**src/rtl/sme_match_collector.sv**
```systemverilog
`default_nettype none
// ============================================================================
//  Module   : sme_match_collector
//  Purpose  : Collects string-matching-engine match records into a FWFT FIFO
//             with a valid/ready output. Keeps saturating per-pattern match
//             counts and a drop counter, and flags completion once the engine
//             has finished and the FIFO has drained.
//  Revision : 1.0 - initial release
// ============================================================================
module sme_match_collector #(
    parameter int DEPTH = 16,
    parameter int AW    = 4,
    parameter int CNT_W = 8
) (
    input  logic             clk,
    input  logic             reset,          // asynchronous, active-low
    input  logic             m_valid,
    input  logic [3:0]       m_pattern_no,
    input  logic [11:0]      m_match_addr,
    input  logic             m_finish,
    output logic             o_valid,
    input  logic             o_ready,
    output logic [15:0]      o_data,
    input  logic [3:0]       cnt_sel,
    output logic [CNT_W-1:0] cnt_data,
    output logic             overflow,
    output logic [7:0]       drop_cnt,
    output logic             all_done
);

    localparam logic [AW:0] OCC_FULL = (AW+1)'(DEPTH);

    typedef enum logic [1:0] {
        ST_RUN   = 2'd0,
        ST_DRAIN = 2'd1,
        ST_DONE  = 2'd2
    } state_t;

    state_t           state;
    state_t           state_nxt;

    logic [15:0]      mem [DEPTH];
    logic [AW-1:0]    wr_ptr;
    logic [AW-1:0]    rd_ptr;
    logic [AW:0]      occupancy;
    logic [CNT_W-1:0] counts [16];

    logic             running;
    logic             full;
    logic             pop;
    logic             push;
    logic             drop;

    // A push into a full FIFO is still accepted when the head leaves in the
    // same cycle; only a full FIFO with no pop loses the record.
    assign running  = (state == ST_RUN);
    assign full     = (occupancy == OCC_FULL);
    assign o_valid  = (occupancy != '0) && (state != ST_DONE);
    assign pop      = o_valid & o_ready;
    assign push     = running & m_valid & (~full | pop);
    assign drop     = running & m_valid & full & ~pop;
    assign o_data   = o_valid ? mem[rd_ptr] : 16'h0000;
    assign cnt_data = counts[cnt_sel];

    // Record storage; contents are don't-care while the FIFO is empty
    always_ff @(posedge clk) begin
        if (push) begin
            mem[wr_ptr] <= {m_pattern_no, m_match_addr};
        end
    end

    // FIFO pointers and occupancy
    always_ff @(posedge clk or negedge reset) begin
        if (!reset) begin
            wr_ptr    <= '0;
            rd_ptr    <= '0;
            occupancy <= '0;
        end else begin
            if (push) wr_ptr <= wr_ptr + 1'b1;
            if (pop)  rd_ptr <= rd_ptr + 1'b1;
            case ({push, pop})
                2'b10:   occupancy <= occupancy + 1'b1;
                2'b01:   occupancy <= occupancy - 1'b1;
                default: occupancy <= occupancy;
            endcase
        end
    end

    // Per-pattern counters count every engine match seen in RUN, dropped or not
    always_ff @(posedge clk or negedge reset) begin
        if (!reset) begin
            for (int i = 0; i < 16; i++) begin
                counts[i] <= '0;
            end
        end else if (running && m_valid && (counts[m_pattern_no] != '1)) begin
            counts[m_pattern_no] <= counts[m_pattern_no] + 1'b1;
        end
    end

    // Sticky overflow flag and saturating drop counter
    always_ff @(posedge clk or negedge reset) begin
        if (!reset) begin
            overflow <= 1'b0;
            drop_cnt <= 8'd0;
        end else if (drop) begin
            overflow <= 1'b1;
            if (drop_cnt != 8'hFF) drop_cnt <= drop_cnt + 8'd1;
        end
    end

    // State register and registered completion flag
    always_ff @(posedge clk or negedge reset) begin
        if (!reset) begin
            state    <= ST_RUN;
            all_done <= 1'b0;
        end else begin
            state    <= state_nxt;
            all_done <= (state_nxt == ST_DONE);
        end
    end

    // Next-state: finish moves to DRAIN (a coincident match is still taken),
    // DRAIN waits for the FIFO to empty, DONE is terminal until reset
    always_comb begin
        state_nxt = state;
        case (state)
            ST_RUN:   if (m_finish)          state_nxt = ST_DRAIN;
            ST_DRAIN: if (occupancy == '0)   state_nxt = ST_DONE;
            ST_DONE:                         state_nxt = ST_DONE;
            default:                         state_nxt = ST_RUN;
        endcase
    end

endmodule
`default_nettype wire

```
**config.mk**
```make
export PLATFORM = sky130hd
export DESIGN_NAME = sme_match_collector
export DESIGN_NICKNAME = d
export VERILOG_FILES = /design/src/rtl/sme_match_collector.sv
export SDC_FILE = /design/constraint.sdc
export NUM_CORES = 1
export LEC_CHECK = 0
export CAP_MARGIN = 20
export CORE_ASPECT_RATIO = 1.25
export CORE_UTILIZATION = 33
export CTS_BUF_LIST = sky130_fd_sc_hd__clkbuf_8
export DETAILED_ROUTE_END_ITERATION = 16
export PLACE_DENSITY = 0.52
export REMOVE_ABC_BUFFERS = 1
export SYNTH_ARGS = -nofsm -noshare
export SYNTH_HDL_FRONTEND = slang
export SYNTH_SLANG_ARGS = --single-unit
```
**constraint.sdc**
```tcl
create_clock -name clk -period 4.3 [get_ports clk]
set_input_delay 0.645 -clock clk [delete_from_list [all_inputs] [get_ports clk]]
set_output_delay 0.645 -clock clk [all_outputs]
set_load 0.005 [all_outputs]
```
route_heat.png
The die is cut into 21 by 26 equal tiles; dark purple is low, yellow is high, scaled to the fullest tile. Values are wire area over tile area, all layers added.
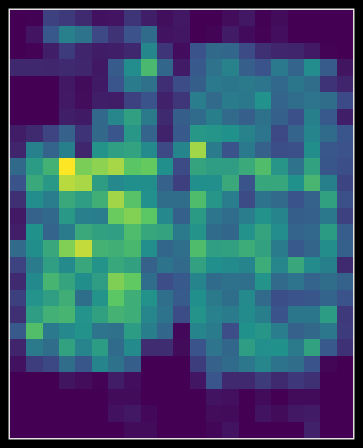
emptiest ninth of the die	north-west
densest ninth of the die	west
nearly empty tiles	16%

layers.png
Only two layers are drawn.
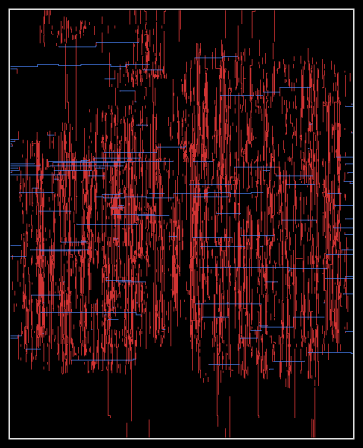
layer	color	wire length
M3	blue	1,840 um
M2	red	22.5 mm
Via Count: 9,500
final WL: 44,120 um
total track usage: 16.42%

==> results_slide.txt <==
Synthesis and Place & Route Summary

Final timing
  – RSZ-0062 raised after global routing: false
  – Final Critical Period: 3.975 ns
  – Slew @ Worst Pin: 0.8094 ns
  – Final Hold Fails: 0

Cells and area
  – Final-layout clock-cell area share: 6.493%
  – Clkbuf count: 85
  – Final instance area: 0.02133 mm2

GRT
  – Initial antenna violation count: 1

Setup path
  – Crit. End Element: output pin
  – Worst Setup Path Type: reg -> out
  – Setup crit start kind: flop
  – CP max-delay cell: dfrtp_4

Run status
  – Outcome: complete, no violations

Synth
  – Ys async rst share: 37.41%
  – Avg Inst Size Synth: 19.24 um2

Clock network
  – Post-CTS Resized: 0
  – Clock slew at reported path FFs: 0.06 ns
  – Post-cts hold buffer count: 0

Run
  – Tool warnings: 28

Power and ir drop
  – Worst vdd ir: 0.0002277 V
util_map.png
Scale bar: 50 um. The die is cut into 21 by 26 equal tiles; dark purple is low, yellow is high, 0 to 100% covered.
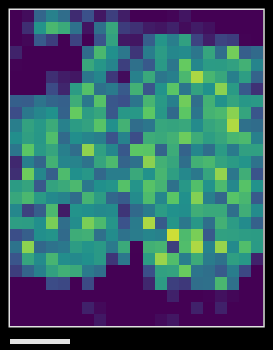
nearly empty tiles	20%
fullest tile	93%
emptiest ninth of the die	north-west
final core utilization: 39.53%
starting density of the core: 33.51%
Core Footprint: 0.05396 mm2

==> critical path: cells and delay by family, from the launching register on <==
kind | cells | cell delay (ns)
buffers and inverters | 2 | 0.79
multiplexers | 2 | 1.03
AND/OR/NAND/NOR | 1 | 0.15
flip-flops | 1 | 0.70
==> layer usage <==
metal | track usage (%) | wire length (um)
met5 | 0 | 13
met1 | 21.26 | 18940
met2 | 27.52 | 22530
met4 | 5.327 | 795
met3 | 3.281 | 1837
==> worst max-delay path by stage <==
| stage | from | depth (start not counted) | end |
|---|---|---|---|
| after floorplan | rd_ptr[0] | 3 | o_data[0] |
| after global placement | m_pattern_no[3] | 9 | counts[47] |
| after detailed placement | m_pattern_no[3] | 11 | counts[81] |
| after CTS | rd_ptr[0] | 5 | o_data[4] |
| after global routing | rd_ptr[0] | 5 | o_data[11] |
| final | rd_ptr[0] | 5 | o_data[11] |
==> registers in the layout, indices dropped and copies added (netlist names) <==
signal,flops
mem,256
counts,128
drop_cnt,8
occupancy,5
rd_ptr,4
wr_ptr,4
state,2
all_done,1
overflow,1
==> power by group through the flow <==
| stage | sequential (mW) | combinational [mW] | clock [mW] |
|---|---|---|---|
| CTS | 4.70 | 2.74 | 3.57 |
| floorplan | 4.84 | 1.54 | 0 |
| global placement | 4.77 | 2.72 | 0 |
| finish | 4.68 | 2.66 | 3.43 |
| detailed placement | 4.78 | 2.74 | 0 |
| global route | 4.73 | 2.87 | 3.74 |
==> kinds of logic (layout without fill, tap and decap cells) <==
group | count (synthesis) | count (layout)
AND-OR/OR-AND | 32 | 32
XOR/XNOR | 23 | 23
flip-flops | 409 | 409
multiplexers | 285 | 285
AND/OR/NAND/NOR | 118 | 118
adder cells (fa/ha/maj) | 9 | 9
buffers and inverters | 64 | 252
Power is estimated from default activity; no workload was simulated.
